File: src/rtl/conv_stream_window.sv
// Streaming 2-D convolution: line buffers feed a square window, each tap is
// multiplied by a loadable coefficient, and the products are summed into one result.

module conv_tap #(
  parameter int bitwidth = 8
) (
  input  logic                    clock,
  input  logic                    reset,
  input  logic                    en,
  input  logic [bitwidth-1:0]     a,
  input  logic [bitwidth-1:0]     b,
  output logic [2*bitwidth-1:0]   p
);
  logic [2*bitwidth-1:0] p_q, p_d;

  always_comb p_d = en ? (2*bitwidth)'(a) * (2*bitwidth)'(b) : p_q;

  always_ff @(posedge clock) begin
    if (reset) p_q <= '0;
    else       p_q <= p_d;
  end

  assign p = p_q;
endmodule

module conv_stream_window #(
  parameter int bitwidth    = 8,
  parameter int filterWidth = 3,
  parameter int imageWidth  = 28,
  parameter int imageHeight = 28,
  parameter int accWidth    = 20
) (
  input  logic                                          clock,
  input  logic                                          reset,
  input  logic                                          in_valid,
  output logic                                          in_ready,
  input  logic [bitwidth-1:0]                           data_in,
  input  logic                                          coef_wr_en,
  input  logic [$clog2(filterWidth*filterWidth)-1:0]    coef_addr,
  input  logic [bitwidth-1:0]                           coef_data,
  output logic [accWidth-1:0]                           result,
  output logic                                          out_valid,
  input  logic                                          out_ready,
  output logic                                          frame_done
);
  localparam int FS = filterWidth * filterWidth;
  localparam int AW = $clog2(FS);
  localparam int CW = $clog2(imageWidth);
  localparam int RW = $clog2(imageHeight);
  localparam int PW = 2 * bitwidth;

  logic adv, acc, win_ok, last_px;
  logic [CW-1:0] col_q, col_d;
  logic [RW-1:0] row_q, row_d;
  // [0] window valid, [1] product stage, [2] result stage
  logic [2:0] vld_pipe_q, vld_pipe_d, last_pipe_q, last_pipe_d;
  logic [FS-1:0][bitwidth-1:0] win_q, win_d, coef_q, coef_d;
  logic [FS-1:0][PW-1:0] prod;
  logic [accWidth-1:0] result_q, result_d, sum;
  logic [filterWidth-2:0][bitwidth-1:0] lb_rd;
  logic [filterWidth-1:0][bitwidth-1:0] col_in;
  logic [bitwidth-1:0] lb_mem [filterWidth-1][imageWidth];

  assign adv      = !vld_pipe_q[2] || out_ready;
  assign acc      = in_valid && adv;
  assign in_ready = adv;
  assign win_ok   = (row_q >= RW'(filterWidth-1)) && (col_q >= CW'(filterWidth-1));
  assign last_px  = (row_q == RW'(imageHeight-1)) && (col_q == CW'(imageWidth-1));

  always_comb begin
    col_d = col_q;
    row_d = row_q;
    if (acc) begin
      if (col_q == CW'(imageWidth-1)) begin
        col_d = '0;
        row_d = (row_q == RW'(imageHeight-1)) ? '0 : row_q + 1'b1;
      end else begin
        col_d = col_q + 1'b1;
      end
    end
  end

  // A bubble (advance without accept) shifts a zero into the valid pipe.
  always_comb begin
    vld_pipe_d  = vld_pipe_q;
    last_pipe_d = last_pipe_q;
    if (adv) begin
      vld_pipe_d  = {vld_pipe_q[1:0], acc && win_ok};
      last_pipe_d = {last_pipe_q[1:0], acc && win_ok && last_px};
    end
  end

  // Buffer k returns the pixel k+1 rows above; the oldest row lands on top.
  assign col_in[filterWidth-1] = data_in;
  for (genvar k = 0; k < filterWidth-1; k++) begin : g_lb
    assign lb_rd[k]                 = lb_mem[k][col_q];
    assign col_in[filterWidth-2-k]  = lb_rd[k];
    if (k == 0) begin : g_first
      always_ff @(posedge clock) if (acc) lb_mem[k][col_q] <= data_in;
    end else begin : g_chain
      always_ff @(posedge clock) if (acc) lb_mem[k][col_q] <= lb_rd[k-1];
    end
  end

  always_comb begin
    win_d = win_q;
    if (acc) begin
      for (int r = 0; r < filterWidth; r++) begin
        for (int j = 0; j < filterWidth-1; j++) win_d[r*filterWidth+j] = win_q[r*filterWidth+j+1];
        win_d[r*filterWidth+filterWidth-1] = col_in[r];
      end
    end
  end

  always_comb begin
    coef_d = coef_q;
    for (int i = 0; i < FS; i++)
      if (coef_wr_en && coef_addr == AW'(i)) coef_d[i] = coef_data;
  end

  for (genvar i = 0; i < FS; i++) begin : g_tap
    conv_tap #(.bitwidth(bitwidth)) u_tap (
      .clock(clock), .reset(reset), .en(adv),
      .a(win_q[i]), .b(coef_q[i]), .p(prod[i])
    );
  end

  always_comb begin
    sum = '0;
    for (int i = 0; i < FS; i++) sum = sum + accWidth'(prod[i]);
    result_d = adv ? sum : result_q;
  end

  always_ff @(posedge clock) begin
    if (reset) begin
      col_q       <= '0;
      row_q       <= '0;
      vld_pipe_q  <= '0;
      last_pipe_q <= '0;
      win_q       <= '0;
      result_q    <= '0;
      for (int i = 0; i < FS; i++) coef_q[i] <= bitwidth'(FS - i);
    end else begin
      col_q       <= col_d;
      row_q       <= row_d;
      vld_pipe_q  <= vld_pipe_d;
      last_pipe_q <= last_pipe_d;
      win_q       <= win_d;
      result_q    <= result_d;
      coef_q      <= coef_d;
    end
  end

  assign result     = result_q;
  assign out_valid  = vld_pipe_q[2];
  assign frame_done = last_pipe_q[2];
endmodule

File: config.mk
export PLATFORM = sky130hd
export DESIGN_NAME = conv_stream_window
export DESIGN_NICKNAME = d
export VERILOG_FILES = /design/src/rtl/conv_stream_window.sv
export SDC_FILE = /design/constraint.sdc
export NUM_CORES = 2
export LEC_CHECK = 0
export CAP_MARGIN = 20
export CORE_MARGIN = 10
export CORE_UTILIZATION = 60
export CTS_CLUSTER_SIZE = 30
export DETAILED_ROUTE_END_ITERATION = 8
export HOLD_SLACK_MARGIN = 0.1
export PLACE_DENSITY_LB_ADDON = 0.25
export SLEW_MARGIN = 20
export SYNTH_ARGS = -nofsm -noshare
export SYNTH_HDL_FRONTEND = slang
export SYNTH_SLANG_ARGS = --single-unit
File: constraint.sdc
create_clock -name clock -period 5.6 [get_ports clock]
set_clock_uncertainty 0.05 [all_clocks]
set_input_delay 0.56 -clock clock [delete_from_list [all_inputs] [get_ports clock]]
set_output_delay 0.56 -clock clock [all_outputs]
set_load 0.03 [all_outputs]
==> metrics.log <==
[report] implementation figures
[metrics] result of the run: complete, no violations
[metrics] Synth mux share: 7.29%
[metrics] crit path capture type: flop
[metrics] cell resize tally after clock tree synthesis: 0
[metrics] sequential cell count of the final layout: around 770
[metrics] register ranked first by flip-flop count: lb_mem
[metrics] number of tap cells inserted: roughly 1100
[metrics] post-detailed-route DRC marker count: 0
[metrics] clock tree buffer count of the final layout: 103
[metrics] yosys xor share: 1.54%
[metrics] most instantiated logic cell after routing: sky130_fd_sc_hd__inv_1
[metrics] area growth from synthesis to layout: 8.88%
[metrics] largest area contributor in the netlist: sky130_fd_sc_hd__edfxtp_1
[metrics] Power per Cell Area: 252 mW/mm2
[metrics] multi-input logic portion of the cell area: 49.9%
[metrics] clock-cell share of area: 5.26%
[metrics] ports placed on the boundary: 48
[metrics] Setup crit start: g_tap[6].u_tap.p[2]
[metrics] part of the power in registers: 45.9%
[metrics] count of pins over their slew limit: 0
[metrics] core utilization at floorplan: ~60%
[metrics] maximum fanout along the worst path: 4
[metrics] Antenna Nets Post-Route: 0
[metrics] multi-input logic area: about 0.027 mm2
[metrics] post-synthesis cell area: 0.0505 mm2
[metrics] arrival time at the worst endpoint: 5.26 ns
[metrics] predominant post-synthesis flop cell: sky130_fd_sc_hd__edfxtp_1
[metrics] fraction of the yosys area taken by sequential cells: 39.5%
[metrics] Worst setup SP type: flop
[metrics] Antenna Diode Count: 0
[metrics] logic depth of the worst setup path including buffers: 16
[metrics] GR Overflow Total: 0
[metrics] capture point of the critical path: result[16]
[metrics] largest net degree at the start of global routing: 188
[metrics] max-capacitance violation count: 0
[metrics] net switching power figure: 3.66 mW
[metrics] non-clock buffer share of cell area: between 1.5 and 2%
[metrics] number of rows created at floorplan: 106
[metrics] filler instances: 6360
[metrics] Setup Viol. Count Final: 0
[metrics] Hold Path Cell Cnt: 2
[metrics] Via-to-Cell Ratio: 5.89
[metrics] clock tree from TritonCTS: done
[metrics] count of inverters other than clock inverters in the layout: ~630
[metrics] number of buffers other than clock buffers in the final layout: around 110
[metrics] number of antenna violations at the first check in global routing: 2
[metrics] Global Route met3 Usage: approximately 4.2%
[metrics] actual transition at the worst max-transition pin: about 1.2 ns
[metrics] CP max stage cell: sky130_fd_sc_hd__fa_1
[metrics] flip-flop count of the largest register, all copies and words added: 448
==> per-stage QoR <==
stage / hold WS [ns] / total power [mW] / util (%) / cells / cell area [um2]
after floorplan: 0.375 / 7.52 / - / 4577 / 50500
after global placement: 0.387 / 8.08 / 62.3 / 5572 / 52100
after detailed placement: 0.394 / 8.12 / 62.4 / 5573 / 52100
after CTS: 0.267 / 13.9 / 65.8 / 5727 / 55000
after global routing: 0.296 / 14.3 / 65.8 / 5727 / 55000
final: 0.291 / 13.8 / 65.8 / 5727 / 55000
==> per-layer routing <==
layer  part of all wire (%)  up-vias
met5                 0.0087        -
met4                    3.7        2
met3                    7.8      226
met2                     47     1236
met1                     41    17000
li1                       -    15200
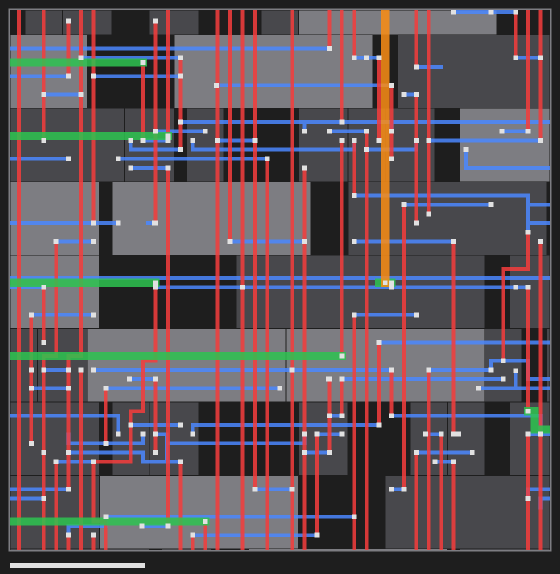
(layout detail)
The bar under the picture is 5 um long. Region (223, 223) to (243, 243) um. Cells in grey, sequential cells in the stronger grey; small squares are vias.
Key: M2 = red; M4 = orange; M1 = blue; M3 = green
23 logic cells have their middle in the window. Netlist names of flops here include g_tap.u_tap.p (5). Sequential cells in the window: 5. Most frequent: a21oi_1 (6), nand2_1 (5), dfxtp_1 (5).

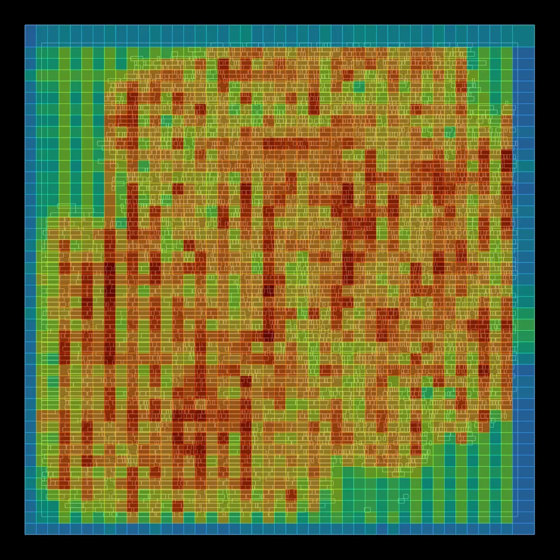
(routing congestion map)
met1 global-route usage: 37.1%
wire per inst: 22.1 um
busiest grt layer: met2
final core utilization: 65.8%
met2 GRT Util: 43.2%

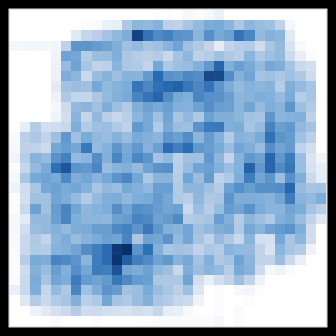
(routed metal per tile)
The die is cut into 31 by 31 equal tiles; white is low, dark blue is high, scaled to the fullest tile. Values are wire area over tile area, all layers added.
The fullest tile reaches 0.62. 26% of the tiles are over half the peak. 16% of the tiles are nearly empty.

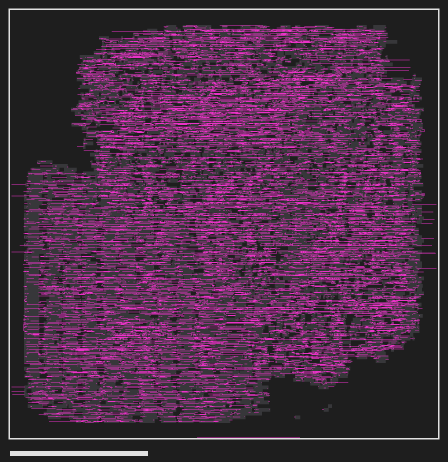
(met1 routing)
The bar under the picture is 100 um long. Cells faint in the background.
The longest straight run is 95.7 um. The layer holds 41% of the routed length. 5084 nets have wire on it. The layer carries 52.5 mm of wire. The wires run mostly horizontal.
total number of vias: 33700
post-detailed-routing wire length: 127000 um

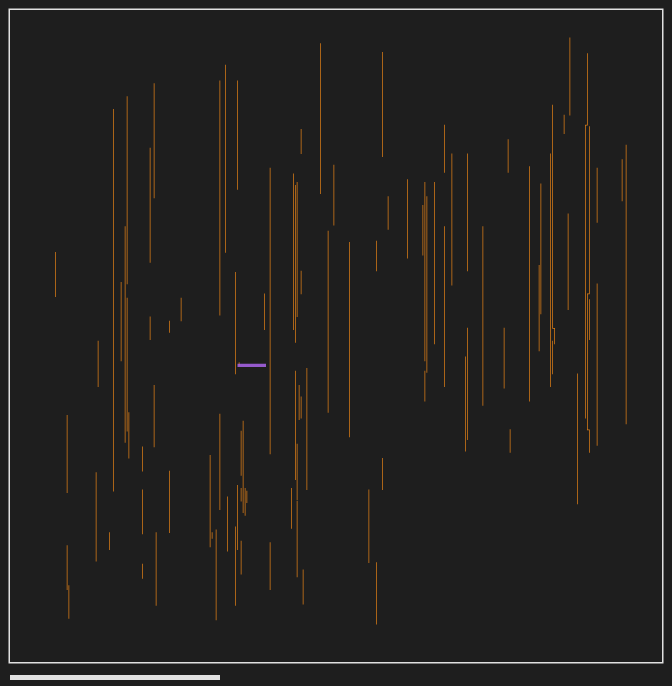
(wiring by layer)
The bar under the picture is 100 um long. Only two layers are drawn.
Key: M4 = orange [wire length 4640 um]; M5 = purple [wire length 12.0 um]

No activity file was given, so power comes from the tool's default toggle rates.
